--- config.mk ---
export PLATFORM = sky130hd
export DESIGN_NAME = tilexy_cl_drain_flat
export DESIGN_NICKNAME = d
export VERILOG_FILES = /design/src/rtl/tilexy_cl_drain_pkg.sv /design/src/rtl/tilexy_cl_drain_if.sv /design/src/rtl/tilexy_cl_drain_mask_next.sv /design/src/rtl/tilexy_cl_drain.sv /design/src/flat_wrapper.sv
export SDC_FILE = /design/constraint.sdc
export NUM_CORES = 1
export LEC_CHECK = 0
export CORE_ASPECT_RATIO = 0.5
export CORE_MARGIN = 4
export CORE_UTILIZATION = 54
export DETAILED_ROUTE_END_ITERATION = 8
export GPL_ROUTABILITY_DRIVEN = 0
export PLACE_DENSITY = 0.89
export SLEW_MARGIN = 30
export SYNTH_ARGS = -nofsm -noshare
export SYNTH_HDL_FRONTEND = slang
export SYNTH_SLANG_ARGS = --single-unit
--- constraint.sdc ---
create_clock -name clk -period 56.5 [get_ports clk]
set_input_delay 11.3 -clock clk [delete_from_list [all_inputs] [get_ports clk]]
set_output_delay 11.3 -clock clk [all_outputs]
set_load 0.02 [all_outputs]
--- src/rtl/tilexy_cl_drain_pkg.sv ---
// Shared types and constants for the tile cache-line drain stage.
// Covers line/beat geometry, the size-word field offsets and the drain FSM states.
package tilexy_cl_drain_pkg;

  localparam int BEAT_W     = 66;
  localparam int LINE_BEATS = 8;
  localparam int LINE_W     = BEAT_W * LINE_BEATS;
  localparam int BEAT_IDX_W = 3;
  localparam int ADDR_W     = 47;
  localparam int SIZE_W     = 12;
  localparam int WR_ADDR_W  = ADDR_W + BEAT_IDX_W;

  // Size word layout: [11]=shared, [10]=exclusive, [9:8]=reserved, [7:0]=beat mask
  localparam int SZ_SHARED  = 11;
  localparam int SZ_EXCL    = 10;
  localparam int SZ_MASK    = 0;

  typedef logic [LINE_BEATS-1:0] beat_mask_t;
  typedef logic [BEAT_IDX_W-1:0] beat_idx_t;

  // Line as presented at the FIFO head
  typedef struct packed {
    logic [LINE_W-1:0] data;
    logic [ADDR_W-1:0] addr;
    logic [SIZE_W-1:0] size;
  } cl_line_t;

  // Line as held in the ping-pong buffer; reserved size bits are not kept
  typedef struct packed {
    logic [LINE_W-1:0] data;
    logic [ADDR_W-1:0] addr;
    logic [1:0]        attr;
    beat_mask_t        mask;
  } cl_entry_t;

  typedef enum logic [1:0] {
    IDLE,
    BEAT,
    RETIRE
  } drain_state_e;

endpackage

--- src/rtl/tilexy_cl_drain_if.sv ---
// Bus bundles around the drain stage: FIFO head (pop side) and bank write port.
// master is the driving side of each bundle; the drain is slave on the FIFO and master on the bank.
interface tilexy_cl_drain_fifo_if;
  import tilexy_cl_drain_pkg::*;

  logic              reqmort_vld;
  logic [LINE_W-1:0] reqmort_data;
  logic [ADDR_W-1:0] reqmortaddr;
  logic [SIZE_W-1:0] reqmort_size;
  logic              outen;

  modport master (
    output reqmort_vld, reqmort_data, reqmortaddr, reqmort_size,
    input  outen
  );

  modport slave (
    input  reqmort_vld, reqmort_data, reqmortaddr, reqmort_size,
    output outen
  );
endinterface

interface tilexy_cl_drain_bank_if;
  import tilexy_cl_drain_pkg::*;

  logic                 bank_wr_en;
  logic                 bank_wr_rdy;
  logic [WR_ADDR_W-1:0] bank_wr_addr;
  logic [BEAT_W-1:0]    bank_wr_data;
  logic [1:0]           bank_wr_attr;

  modport master (
    output bank_wr_en, bank_wr_addr, bank_wr_data, bank_wr_attr,
    input  bank_wr_rdy
  );

  modport slave (
    input  bank_wr_en, bank_wr_addr, bank_wr_data, bank_wr_attr,
    output bank_wr_rdy
  );
endinterface

--- src/rtl/tilexy_cl_drain_mask_next.sv ---
// Beat selector: lowest set mask bit (lowest=1) or lowest set bit strictly above cur (lowest=0).
// none flags that no qualifying bit exists.
module tilexy_cl_drain_mask_next
  import tilexy_cl_drain_pkg::*;
(
  input  beat_mask_t mask,
  input  beat_idx_t  cur,
  input  logic       lowest,
  output beat_idx_t  nxt,
  output logic       none
);

  beat_mask_t cand;

  genvar gi;
  generate
    for (gi = 0; gi < LINE_BEATS; gi++) begin : g_cand
      assign cand[gi] = mask[gi] & (lowest | (beat_idx_t'(gi) > cur));
    end
  endgenerate

  // Scan downward so the lowest candidate wins
  always_comb begin
    nxt = '0;
    for (int i = LINE_BEATS - 1; i >= 0; i--) begin
      if (cand[i]) nxt = beat_idx_t'(i);
    end
  end

  assign none = ~|cand;

endmodule

--- src/rtl/tilexy_cl_drain.sv ---
// Drain stage: pops cache lines into a 2-entry ping-pong buffer and streams the
// masked beats to the bank write port, pulsing line_done as each line retires.
module tilexy_cl_drain
  import tilexy_cl_drain_pkg::*;
(
  input  logic                   clk,
  input  logic                   rst,
  tilexy_cl_drain_fifo_if.slave  fifo,
  tilexy_cl_drain_bank_if.master bank,
  output logic                   line_done,
  output logic                   line_flush,
  output logic                   drain_busy
);

  cl_line_t  head;
  cl_entry_t entry_mem [2];
  cl_entry_t cur_entry;
  logic      rsvd_unused;

  logic [1:0] valid_reg, valid_next;
  logic       wr_ptr_reg, rd_ptr_reg;
  logic       pop, retire, accept;

  drain_state_e         state_reg, state_next;
  beat_idx_t            beat_reg, beat_next;
  beat_mask_t           mask_reg, mask_next;
  logic                 flush_reg, flush_next;
  logic [WR_ADDR_W-1:0] wr_addr_reg, wr_addr_next;
  logic [BEAT_W-1:0]    wr_data_reg, wr_data_next;
  logic [1:0]           attr_reg, attr_next;

  logic [BEAT_W-1:0] cur_beats [LINE_BEATS];
  beat_mask_t        sel_mask;
  logic              sel_lowest;
  beat_idx_t         sel_idx;
  logic              sel_none;

  assign head = '{data: fifo.reqmort_data, addr: fifo.reqmortaddr, size: fifo.reqmort_size};
  assign rsvd_unused = ^head.size[SZ_EXCL-1 -: 2];

  assign pop        = fifo.reqmort_vld & ~valid_reg[wr_ptr_reg];
  assign fifo.outen = pop;
  assign retire     = (state_reg == RETIRE);
  assign accept     = (state_reg == BEAT) & bank.bank_wr_rdy;
  assign cur_entry  = entry_mem[rd_ptr_reg];

  always_ff @(posedge clk) begin
    if (pop) begin
      entry_mem[wr_ptr_reg] <= '{data: head.data,
                                 addr: head.addr,
                                 attr: {head.size[SZ_SHARED], head.size[SZ_EXCL]},
                                 mask: head.size[SZ_MASK +: LINE_BEATS]};
    end
  end

  generate
    for (genvar gi = 0; gi < LINE_BEATS; gi++) begin : g_beat
      assign cur_beats[gi] = cur_entry.data[gi*BEAT_W +: BEAT_W];
    end
  endgenerate

  // Pop and retire never target the same index, so the two updates commute
  always_comb begin
    valid_next = valid_reg;
    if (retire) valid_next[rd_ptr_reg] = 1'b0;
    if (pop)    valid_next[wr_ptr_reg] = 1'b1;
  end

  // First beat comes from the fresh entry mask; later beats search above the current one
  assign sel_lowest = (state_reg == IDLE);
  assign sel_mask   = sel_lowest ? cur_entry.mask : mask_reg;

  tilexy_cl_drain_mask_next u_mask_sel (
    .mask   (sel_mask),
    .cur    (beat_reg),
    .lowest (sel_lowest),
    .nxt    (sel_idx),
    .none   (sel_none)
  );

  always_comb begin
    state_next   = state_reg;
    beat_next    = beat_reg;
    mask_next    = mask_reg;
    flush_next   = flush_reg;
    wr_addr_next = wr_addr_reg;
    wr_data_next = wr_data_reg;
    attr_next    = attr_reg;
    case (state_reg)
      IDLE: begin
        if (valid_reg[rd_ptr_reg]) begin
          if (sel_none) begin
            state_next = RETIRE;
            flush_next = 1'b1;
          end else begin
            state_next   = BEAT;
            flush_next   = 1'b0;
            beat_next    = sel_idx;
            mask_next    = cur_entry.mask;
            wr_addr_next = {cur_entry.addr, sel_idx};
            wr_data_next = cur_beats[sel_idx];
            attr_next    = cur_entry.attr;
          end
        end
      end
      BEAT: begin
        // Bus registers only move on accept, so a stalled beat stays put
        if (accept) begin
          mask_next[beat_reg] = 1'b0;
          if (sel_none) begin
            state_next = RETIRE;
          end else begin
            beat_next    = sel_idx;
            wr_addr_next = {cur_entry.addr, sel_idx};
            wr_data_next = cur_beats[sel_idx];
          end
        end
      end
      RETIRE: begin
        state_next = IDLE;
      end
      default: begin
        state_next = IDLE;
      end
    endcase
  end

  always_ff @(posedge clk or negedge rst) begin
    if (!rst) begin
      valid_reg   <= '0;
      wr_ptr_reg  <= 1'b0;
      rd_ptr_reg  <= 1'b0;
      state_reg   <= IDLE;
      beat_reg    <= '0;
      mask_reg    <= '0;
      flush_reg   <= 1'b0;
      wr_addr_reg <= '0;
      wr_data_reg <= '0;
      attr_reg    <= '0;
    end else begin
      valid_reg   <= valid_next;
      if (pop)    wr_ptr_reg <= ~wr_ptr_reg;
      if (retire) rd_ptr_reg <= ~rd_ptr_reg;
      state_reg   <= state_next;
      beat_reg    <= beat_next;
      mask_reg    <= mask_next;
      flush_reg   <= flush_next;
      wr_addr_reg <= wr_addr_next;
      wr_data_reg <= wr_data_next;
      attr_reg    <= attr_next;
    end
  end

  assign bank.bank_wr_en   = (state_reg == BEAT);
  assign bank.bank_wr_addr = wr_addr_reg;
  assign bank.bank_wr_data = wr_data_reg;
  assign bank.bank_wr_attr = attr_reg;

  assign line_done  = retire;
  assign line_flush = retire & flush_reg;
  assign drain_busy = |valid_reg;

endmodule

--- src/flat_wrapper.sv ---
// flat-port wrapper written by rule: the top's interface ports become plain ports
module tilexy_cl_drain_flat import tilexy_cl_drain_pkg::*;
  (clk, rst, line_done, line_flush, drain_busy, fifo_reqmort_vld, fifo_reqmort_data, fifo_reqmortaddr, fifo_reqmort_size, fifo_outen, bank_bank_wr_en, bank_bank_wr_addr, bank_bank_wr_data, bank_bank_wr_attr, bank_bank_wr_rdy);
  tilexy_cl_drain_fifo_if fifo_i ();
  tilexy_cl_drain_bank_if bank_i ();
  input  logic clk;
  input  logic rst;
  output logic line_done;
  output logic line_flush;
  output logic drain_busy;
  input wire logic [$bits(fifo_i.reqmort_vld)-1:0] fifo_reqmort_vld;
  input wire logic [$bits(fifo_i.reqmort_data)-1:0] fifo_reqmort_data;
  input wire logic [$bits(fifo_i.reqmortaddr)-1:0] fifo_reqmortaddr;
  input wire logic [$bits(fifo_i.reqmort_size)-1:0] fifo_reqmort_size;
  output wire logic [$bits(fifo_i.outen)-1:0] fifo_outen;
  output wire logic [$bits(bank_i.bank_wr_en)-1:0] bank_bank_wr_en;
  output wire logic [$bits(bank_i.bank_wr_addr)-1:0] bank_bank_wr_addr;
  output wire logic [$bits(bank_i.bank_wr_data)-1:0] bank_bank_wr_data;
  output wire logic [$bits(bank_i.bank_wr_attr)-1:0] bank_bank_wr_attr;
  input wire logic [$bits(bank_i.bank_wr_rdy)-1:0] bank_bank_wr_rdy;
  assign fifo_i.reqmort_vld = fifo_reqmort_vld;
  assign fifo_i.reqmort_data = fifo_reqmort_data;
  assign fifo_i.reqmortaddr = fifo_reqmortaddr;
  assign fifo_i.reqmort_size = fifo_reqmort_size;
  assign fifo_outen = fifo_i.outen;
  assign bank_bank_wr_en = bank_i.bank_wr_en;
  assign bank_bank_wr_addr = bank_i.bank_wr_addr;
  assign bank_bank_wr_data = bank_i.bank_wr_data;
  assign bank_bank_wr_attr = bank_i.bank_wr_attr;
  assign bank_i.bank_wr_rdy = bank_bank_wr_rdy;
  tilexy_cl_drain u_core (.clk(clk), .rst(rst), .fifo(fifo_i), .bank(bank_i), .line_done(line_done), .line_flush(line_flush), .drain_busy(drain_busy));
endmodule
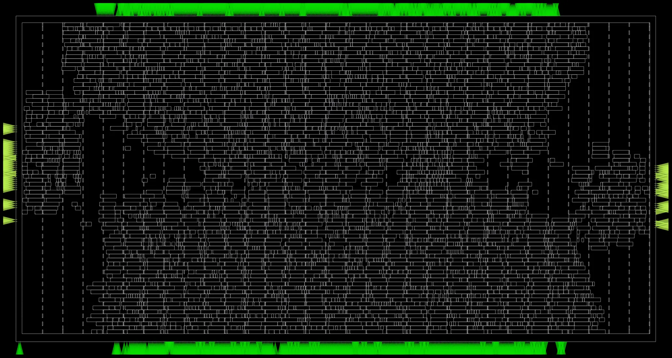
*Cell placement*
Layout Utilization: 0.6814
Well Taps: 1,240
filler cell count: 5,556

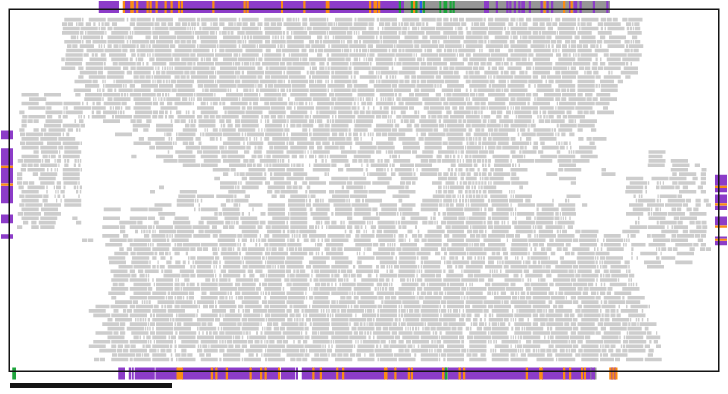
*Ports around the boundary*
Scale bar: 100 um. Pins as bars across the die edge, other pins in gray.
blue -> bank_bank_wr_en  # pins 1, direction output, edge top
purple -> fifo_reqmort_data  # pins 528, direction input, edge 277 bottom, 198 top, 33 left, 20 right
orange -> bank_bank_wr_data  # pins 66, direction output, edge 33 bottom, 27 top, 4 right, 2 left
green -> fifo_reqmort_size  # pins 12, direction input, edge 9 top, 3 bottom
all pins by edge = 339 top, 316 bottom, 35 left, 24 right

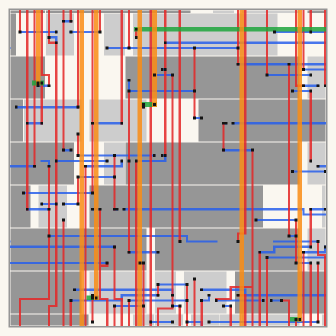
*Layout detail*
Window x 317 to 337, y 157 to 177 um. Cells in gray, sequential cells in the stronger gray; small squares are vias.
green -> metal 3
red -> metal 2
orange -> metal 4
blue -> metal 1
most frequent = edfxtp_1 (6), nand2_1 (3), clkdlybuf4s50_1 (3)
sequential cells in the window = 7
cells with their middle in the window = 18
netlist names of flops here include = u_core.entry_mem (6), u_core.bank.bank_wr_addr (1)

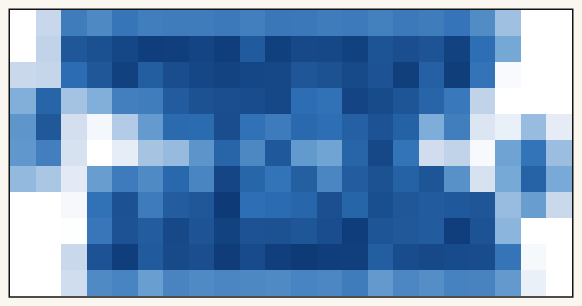
*Placement density heat map*
The die is cut into 22 by 11 equal tiles; white is low, dark blue is high, 0 to 100% covered.
nearly empty tiles = 10%
fullest tile = 96%
mean over tiles = 62%
tiles over 75% full = 46%
Floorplan Utilization: 0.5454
core region area: 90,860 um^2

==> results_dict.tcl <==
# implementation run metrics
set metrics [dict create \
    setup_tns_ns 0 \
    fa_ha_area_frac 0 \
    worstPathCellList "clkdlybuf4s50_1, o211a_1, clkdlybuf4s50_1" \
    finalSetupViolations 0 \
    ff_type "edfxtp_1" \
    common_cells "edfxtp_1 (1,170), nand2_1 (853), a21oi_1 (265)" \
    wire_per_inst_um 27.97 \
    drt-initial-drc-count 4975 \
    yosys_warnings 0 \
    h-tree-depth 3 \
    cp_data_arrival_time_ns 12.63 \
    numSynthFlops 1302 \
    cts.hold.buffers_added 0 \
    top_area_frac 0.7090 \
    chipArea_um2 96970 \
    edf_count 1170 \
    criticalPathCategory "in -> out" \
    topCombFamilyByArea "simple AND/OR/NAND/NOR gates" \
    most_common_cell "edfxtp_1" \
    cts_resized 0 \
    worst-path-buf-inv 2 \
    critPathLaunchType "primary input" \
    grt_max_degree 196 \
    fin_crit_ns 23.93 \
    portBuffers 711 \
    dpl.hpwl_um 90090 \
    overflow 0 \
    r2r_setup_slack_ns 50.26 \
    simple_gate_share 0.07921 \
    grt_usage 0.2937 \
    status "finished clean" \
    fin_crit_sh 0.4235 \
    dr_total_vias 33361 \
    die_w_um 436.4 \
    timing.critical_path.to_type "output pin" \
    p_sw_frac 0.3819 \
    drc 0 \
    powerDensity_nw_per_um2 53.38 \
    reg2reg_depth 12 \
]
-- power by group through the flow --
stage / Clock (W) / Combinational (W) / Sequential, W
6_report: 0.000770 / 0.00130 / 0.00123
5_1_grt: 0.000817 / 0.00138 / 0.00124
4_1_cts: 0.000767 / 0.00126 / 0.00123
3_5_place_dp: 0 / 0.00124 / 0.00125
3_3_place_gp: 0 / 0.00118 / 0.00124
2_1_floorplan: 0 / 0.000810 / 0.00136
-- per-stage QoR --
stage               cell area [um^2]  setup slack [ns]
detailed placement             57810             32.57
finish                         61910             32.57
global route                   61910             32.53
global placement               57730             32.57
CTS                            61380             32.57
floorplan                      49550            0.5980
-- worst max-delay path by stage --
stage	start	end	slack, ns	cells past startpoint
floorplan	fifo_reqmort_vld	u_core.valid_reg[0]	0.60	2
global placement	fifo_reqmort_vld	fifo_outen	32.57	3
detailed placement	fifo_reqmort_vld	fifo_outen	32.57	3
CTS	fifo_reqmort_vld	fifo_outen	32.57	3
global route	fifo_reqmort_vld	fifo_outen	32.53	3
finish	fifo_reqmort_vld	fifo_outen	32.57	3
-- cell type report --
class	instances	area [um^2]
Sequential cell	1302	38440
Fill cell	5556	28950
Multi-Input combinational cell	1794	10240
Timing Repair Buffer	758	7685
Clock buffer	139	2927
Tap cell	1240	1551
Clock inverter	58	634.4
Antenna cell	160	400.4
Inverter	8	30.03
-- logic make-up (layout without fill, tap and decap cells) --
group	Yosys count	count (layout)
simple gates	979	979
mux	255	255
flops	1302	1302
xor+xnor	1	1
other cells	0	160
buf+inv	194	963
compound gates	559	559
-- layout by cell type, fill, tap and decap left out, types with 8 or more instances in the layout --
master,count
clkbuf_16,106
a2bb2oi_1,64
clkbuf_1,18
dfrtp_1,131
clkdlybuf4s50_1,710
nand3_1,51
a2111oi_1,15
a21oi_1,263
clkinv_2,14
o22ai_1,48
o21ai_0,64
clkinv_1,19
a2111oi_0,30
edfxtp_1,1170
or4_1,15
clkbuf_8,15
inv_1,8
nor2_1,21
mux2i_1,249
nand2_1,853
diode_2,160
buf_4,30
o221ai_1,17
a221o_1,16
bufinv_16,10
-- worst reg2reg max path: stages (launching register included) --
cell and delay [ns]:
dfrtp_4 0.53, buf_4 0.44, mux2i_1 0.58, mux2i_4 0.16, a21o_1 0.26, o21ai_4 0.71
buf_12 0.58, buf_4 1.01, buf_4 0.79, mux2i_1 0.36, o22ai_1 0.13, a2111oi_0 0.42
nand3_1 0.15
-- routing by layer --
layer  routed length, um  vias up  GRT usage
met3               13520      737    0.06081
met2               75410     2558     0.4711
met4               15510        4     0.2886
li1                    -    13805          -
met5                  17        -          0
met1               48210    16257     0.3255
Power and IR drop assume default switching activity.
